File: config.mk
export PLATFORM = sky130hd
export DESIGN_NAME = xpt_phase_sequencer
export DESIGN_NICKNAME = d
export VERILOG_FILES = /design/src/rtl/xpt_phase_sequencer_pkg.sv /design/src/rtl/xpt_phase_sequencer_slot_rotator.sv /design/src/rtl/xpt_phase_sequencer.sv
export SDC_FILE = /design/constraint.sdc
export NUM_CORES = 1
export LEC_CHECK = 0
export ABC_AREA = 1
export CAP_MARGIN = 40
export CORE_MARGIN = 2
export CORE_UTILIZATION = 55
export CTS_CLUSTER_SIZE = 30
export DETAILED_ROUTE_END_ITERATION = 12
export DONT_BUFFER_PORTS = 1
export GPL_ROUTABILITY_DRIVEN = 0
export PLACE_DENSITY = 0.7
export SLEW_MARGIN = 20
export SYNTH_ARGS = -nofsm -noshare
export SYNTH_HDL_FRONTEND = slang
export SYNTH_SLANG_ARGS = --single-unit
File: constraint.sdc
create_clock -name CLK -period 1.5 [get_ports CLK]
set_input_delay 0.375 -clock CLK [delete_from_list [all_inputs] [get_ports CLK]]
set_output_delay 0.375 -clock CLK [all_outputs]
set_load 0.05 [all_outputs]
File: src/rtl/xpt_phase_sequencer_pkg.sv
// ---------------------------------------------------------------------------
// xpt_phase_sequencer_pkg
//  Shared definitions for the XPT phase sequencer:
//   - sequencer state encoding (2-bit enum)
//   - default widths / last legal phase
//   - one-hot PC write-slot encodings W0/W1/W2
// ---------------------------------------------------------------------------
package xpt_phase_sequencer_pkg;

    typedef enum logic [1:0] {
        ST_IDLE  = 2'd0,
        ST_RUN   = 2'd1,
        ST_STALL = 2'd2,
        ST_FAULT = 2'd3
    } state_t;

    localparam int DEF_XPT_W    = 4;
    localparam int DEF_XPT_LAST = 15;
    localparam int DEF_CNT_W    = 8;

    // One-hot write slots, ordered {W2,W1,W0}
    localparam logic [2:0] SLOT_W0 = 3'b001;
    localparam logic [2:0] SLOT_W1 = 3'b010;
    localparam logic [2:0] SLOT_W2 = 3'b100;

endpackage

File: src/rtl/xpt_phase_sequencer_slot_rotator.sv
// ---------------------------------------------------------------------------
// xpt_slot_rotator
//  3-bit one-hot ring that tracks XPT mod 3 as a PC write slot.
//  Ports:
//   clk     in   clock, rising edge
//   srst    in   synchronous active-high reset (ring -> W0)
//   i_load  in   reload ring to W0 (XPT restarting at 0)
//   i_adv   in   rotate one position left (100 wraps to 001)
//   o_slot  out  current one-hot slot {W2,W1,W0}
//  Reset/load take priority over advance; with neither asserted the ring holds.
// ---------------------------------------------------------------------------
module xpt_slot_rotator
    import xpt_phase_sequencer_pkg::*;
(
    input  logic       clk,
    input  logic       srst,
    input  logic       i_load,
    input  logic       i_adv,
    output logic [2:0] o_slot
);

    logic [2:0] r_slot;

    genvar gi;
    generate
        for (gi = 0; gi < 3; gi++) begin : g_ring
            // Each bit takes its value from its lower neighbour on advance,
            // bit 0 closing the ring from bit 2.
            localparam int PREV = (gi + 2) % 3;
            always_ff @(posedge clk) begin
                if (srst || i_load) begin
                    r_slot[gi] <= SLOT_W0[gi];
                end else if (i_adv) begin
                    r_slot[gi] <= r_slot[PREV];
                end
            end
        end
    endgenerate

    assign o_slot = r_slot;

endmodule

File: src/rtl/xpt_phase_sequencer.sv
// ---------------------------------------------------------------------------
// xpt_phase_sequencer
//  Owns the XPT execution-phase register feeding the instruction decoders.
//  XPT advances one phase per clock in RUN, holds while memory is not ready,
//  restarts at 0 when a decoder flags the instruction's last phase, and
//  faults if it would advance past XPT_LAST. A 3-slot one-hot PC write
//  rotation is kept in step with XPT (slot = XPT mod 3).
//  Ports:
//   CLK           in   clock, all state on rising edge
//   RESET         in   synchronous active-high reset, overrides everything
//   start         in   leave IDLE, begin phase 0
//   Pa_Wait       in   memory not ready, hold current phase
//   PR_Reset_XPT  in   current phase is the instruction's last one
//   fault_clr     in   leave FAULT back to IDLE
//   XPT           out  current phase
//   notXPT        out  registered complement of XPT
//   decoder_en    out  high in RUN
//   pc_slot       out  one-hot write slot {W2,W1,W0}
//   instr_done    out  1-cycle pulse alongside the XPT restart to 0
//   instr_phases  out  phases used by the last completed instruction
//   seq_fault     out  high in FAULT
// ---------------------------------------------------------------------------
module xpt_phase_sequencer
    import xpt_phase_sequencer_pkg::*;
#(
    parameter int XPT_W    = DEF_XPT_W,
    parameter int XPT_LAST = DEF_XPT_LAST,
    parameter int CNT_W    = DEF_CNT_W
) (
    input  logic             CLK,
    input  logic             RESET,
    input  logic             start,
    input  logic             Pa_Wait,
    input  logic             PR_Reset_XPT,
    input  logic             fault_clr,
    output logic [XPT_W-1:0] XPT,
    output logic [XPT_W-1:0] notXPT,
    output logic             decoder_en,
    output logic [2:0]       pc_slot,
    output logic             instr_done,
    output logic [CNT_W-1:0] instr_phases,
    output logic             seq_fault
);

    localparam logic [XPT_W-1:0] LAST_V = XPT_W'(XPT_LAST);

    state_t           r_state;
    state_t           w_state_next;
    logic [XPT_W-1:0] r_xpt;
    logic [XPT_W-1:0] w_xpt_next;
    logic [XPT_W-1:0] r_not_xpt;
    logic [CNT_W-1:0] r_phase_cnt;
    logic [CNT_W-1:0] w_cnt_next;
    logic [CNT_W-1:0] w_cnt_inc;
    logic [CNT_W-1:0] r_instr_phases;
    logic [CNT_W-1:0] w_phases_next;
    logic             r_instr_done;
    logic             w_done_next;
    logic             w_slot_load;
    logic             w_slot_adv;

    // Phase counter saturates rather than wrapping
    assign w_cnt_inc = (r_phase_cnt == {CNT_W{1'b1}}) ? r_phase_cnt
                                                      : r_phase_cnt + CNT_W'(1);

    always_comb begin
        w_state_next  = r_state;
        w_xpt_next    = r_xpt;
        w_cnt_next    = r_phase_cnt;
        w_phases_next = r_instr_phases;
        w_done_next   = 1'b0;
        w_slot_load   = 1'b0;
        w_slot_adv    = 1'b0;
        case (r_state)
            ST_IDLE: begin
                w_xpt_next  = '0;
                w_slot_load = 1'b1;
                if (start) begin
                    w_state_next = ST_RUN;
                    w_cnt_next   = '0;
                end
            end
            ST_RUN: begin
                // Restart beats wait: a simultaneous Pa_Wait is seen again on phase 0
                if (PR_Reset_XPT) begin
                    w_xpt_next    = '0;
                    w_slot_load   = 1'b1;
                    w_done_next   = 1'b1;
                    w_phases_next = w_cnt_inc;
                    w_cnt_next    = '0;
                end else if (Pa_Wait) begin
                    w_state_next = ST_STALL;
                end else if (r_xpt == LAST_V) begin
                    w_state_next = ST_FAULT;
                end else begin
                    w_xpt_next = r_xpt + XPT_W'(1);
                    w_slot_adv = 1'b1;
                    w_cnt_next = w_cnt_inc;
                end
            end
            ST_STALL: begin
                // Decoders are disabled here, so PR_Reset_XPT is not honoured.
                // Returning to RUN re-presents the held phase.
                if (!Pa_Wait) begin
                    w_state_next = ST_RUN;
                end
            end
            ST_FAULT: begin
                if (fault_clr) begin
                    w_state_next = ST_IDLE;
                    w_xpt_next   = '0;
                    w_slot_load  = 1'b1;
                    w_cnt_next   = '0;
                end
            end
            default: begin
                w_state_next = ST_IDLE;
            end
        endcase
    end

    always_ff @(posedge CLK) begin
        if (RESET) begin
            r_state        <= ST_IDLE;
            r_xpt          <= '0;
            r_not_xpt      <= '1;
            r_phase_cnt    <= '0;
            r_instr_phases <= '0;
            r_instr_done   <= 1'b0;
        end else begin
            r_state        <= w_state_next;
            r_xpt          <= w_xpt_next;
            // Complement rail is its own flop so it switches with XPT, not after it
            r_not_xpt      <= ~w_xpt_next;
            r_phase_cnt    <= w_cnt_next;
            r_instr_phases <= w_phases_next;
            r_instr_done   <= w_done_next;
        end
    end

    xpt_slot_rotator u_slot_rotator (
        .clk    (CLK),
        .srst   (RESET),
        .i_load (w_slot_load),
        .i_adv  (w_slot_adv),
        .o_slot (pc_slot)
    );

    assign XPT          = r_xpt;
    assign notXPT       = r_not_xpt;
    assign decoder_en   = (r_state == ST_RUN);
    assign seq_fault    = (r_state == ST_FAULT);
    assign instr_done   = r_instr_done;
    assign instr_phases = r_instr_phases;

endmodule
==> summary.rpt <==
IMPLEMENTATION SUMMARY REPORT
----------------------------------------------------
[Status]
  Status ........................ complete, no violations

[Final timing]
  Share of the clock period used by the worst path after layout ........................ 0.940

[Clock network]
  Clk pin slew, worst setup/hold paths ........................ 0.09 ns
  Clock tree from TritonCTS ........................ yes
  Maximum buffer depth of the clock tree ........................ 2
  Post-CTS Hold Buffers ........................ 0

[Synth]
  Leading post-synthesis cells by instance count ........................ nand2_1, dfxtp_1, inv_1
  Net Count, Synth ........................ 209
  Cell taking the most area after synthesis ........................ dfxtp_1
  Count of instantiated cells in the yosys netlist ........................ 201
  Syn Std Cell Area ........................ 1500 um^2
  Ys Warns ........................ 0
  Synthesized area per cell ........................ 7.46 um^2

[Finish]
  Growth of design area from synthesis to finish ........................ 11.2%
  Logic area ........................ 781 um^2

[Power]
  Power Total ........................ 1.74 mW
  Static leakage ........................ 0.736 nW

[Route]
  DRC violation total after the first TritonRoute iteration ........................ 75
  Vias after detailed routing ........................ 1279
  Routed via count divided by cell count ........................ 5.24

[Worst setup path]
  Element type at the critical path end ........................ primary output

[Global routing]
  Wire length of the first global-routing pass ........................ 5030 um

----------------------------------------------------
[cell type report]
cell class / count / area share
timing repair buffer: 8 / 0.0428
clock buffer: 7 / 0.0330
clock inverter: 1 / 0.00300
sequential: 30 / 0.365
inverter: 27 / 0.0653
tap: 30 / 0.0225
multi-input combinational: 141 / 0.468
[placed cells by master, fill, tap and decap left out]
master and n:
clkbuf_4 5, nor3_4 1, clkinv_2 1, nand3_4 1, inv_4 1, o21ai_4 1, xnor2_1 1, inv_1 19
nor2_4 2, nand2_2 5, buf_6 1, o21ai_0 6, o21ai_2 1, dfxtp_1 23, o211ai_1 2, nand2_4 3
buf_4 6, a21oi_2 6, nor3_1 1, nand2_1 56, inv_6 1, nor2_1 17, nand3_1 11, o21ai_1 6
nand2_8 1, ha_1 2, nand3_2 1, clkbuf_8 1, o21a_1 6, dfxtp_2 7, o21bai_1 1, inv_2 6
xor2_1 1, a21oi_1 8, nand3b_1 1, buf_8 1, clkbuf_1 1
[power by group]
group / internal [mW] / switching [mW] / total [mW]
sequential: 0.838 / 0.128 / 0.966
combinational: 0.0917 / 0.183 / 0.275
clock: 0.227 / 0.269 / 0.496
[cells by family after synthesis]
family                     count (synthesis)  share of synthesized area
and+or+nand+nor                          100                      0.322
buffers and inverters                     30                     0.0859
AOI/OAI and AO/OA                         37                      0.163
xor gates and xnor gates                   2                     0.0117
DFF                                       30                      0.400
adders and majority gates                  2                     0.0167
[metrics by stage]
stage	setup TNS (ns)	setup slack, ns	instance area (um^2)
4_1_cts	0	0.0140	1650
3_5_place_dp	0	0.0300	1580
6_report	0	0.0907	1670
3_3_place_gp	0	0.0934	1580
5_1_grt	-0.0828	-0.0296	1670
2_1_floorplan	0	0.0499	1510
[final timing paths]
| kind | startpoint | end | slack [ns] | depth (start not counted) |
|---|---|---|---|---|
| worst max register to register | flip-flop | r_phase_cnt[6]$_SDFFE_PP0P_ | 0.09 | 7 |
| worst max-delay path | r_state[1]$_SDFFE_PP0P_ | seq_fault | 0.09 | 3 |
| worst min-delay path | RESET | r_phase_cnt[1]$_SDFFE_PP0P_ | 0.09 | 1 |
| worst min register to register | r_phase_cnt[1]$_SDFFE_PP0P_ | r_phase_cnt[1]$_SDFFE_PP0P_ | 0.51 | 2 |
[critical path, cell delays in order (launching register included)]
cell and delay [ns]:
dfxtp_2 0.41, nand2_1 0.09, inv_2 0.07, buf_8 0.14
[layer usage]
| layer | vias to the layer above | wire, um | global-route usage |
|---|---|---|---|
| li1 | 667 | - | - |
| met5 | - | 0 | 0 |
| met2 | 37 | 1280 | 0.281 |
| met1 | 569 | 1540 | 0.284 |
| met4 | 0 | 36 | 0.0646 |
| met3 | 6 | 193 | 0.0953 |
[what timing repair did]
item | 4_1_cts | 5_1_grt
setup endpoints to repair | 1 | 16
resized | 2 | 8
setup buffers | 0 | 1
pin swaps | 0 | 1
Clock wires, drivers and flops:
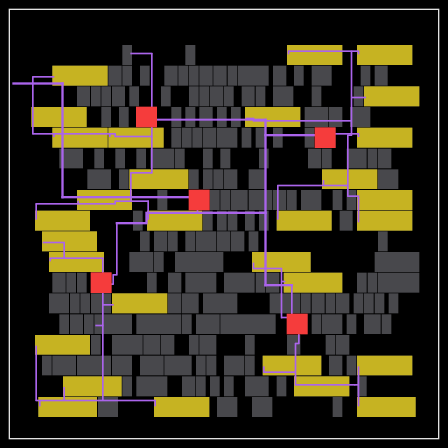
- red: clock drivers (count 5)
- purple: clock wires (length 367 um)
- yellow: flip-flops (count 30)
- routed clock nets: 6
- flops lie: widely spread

Routing congestion map:
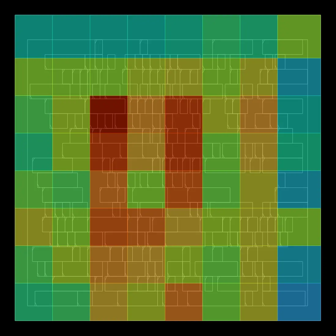
Util after Layout: 0.661
met1 Use GR: 0.284

Power and IR drop assume default switching activity.
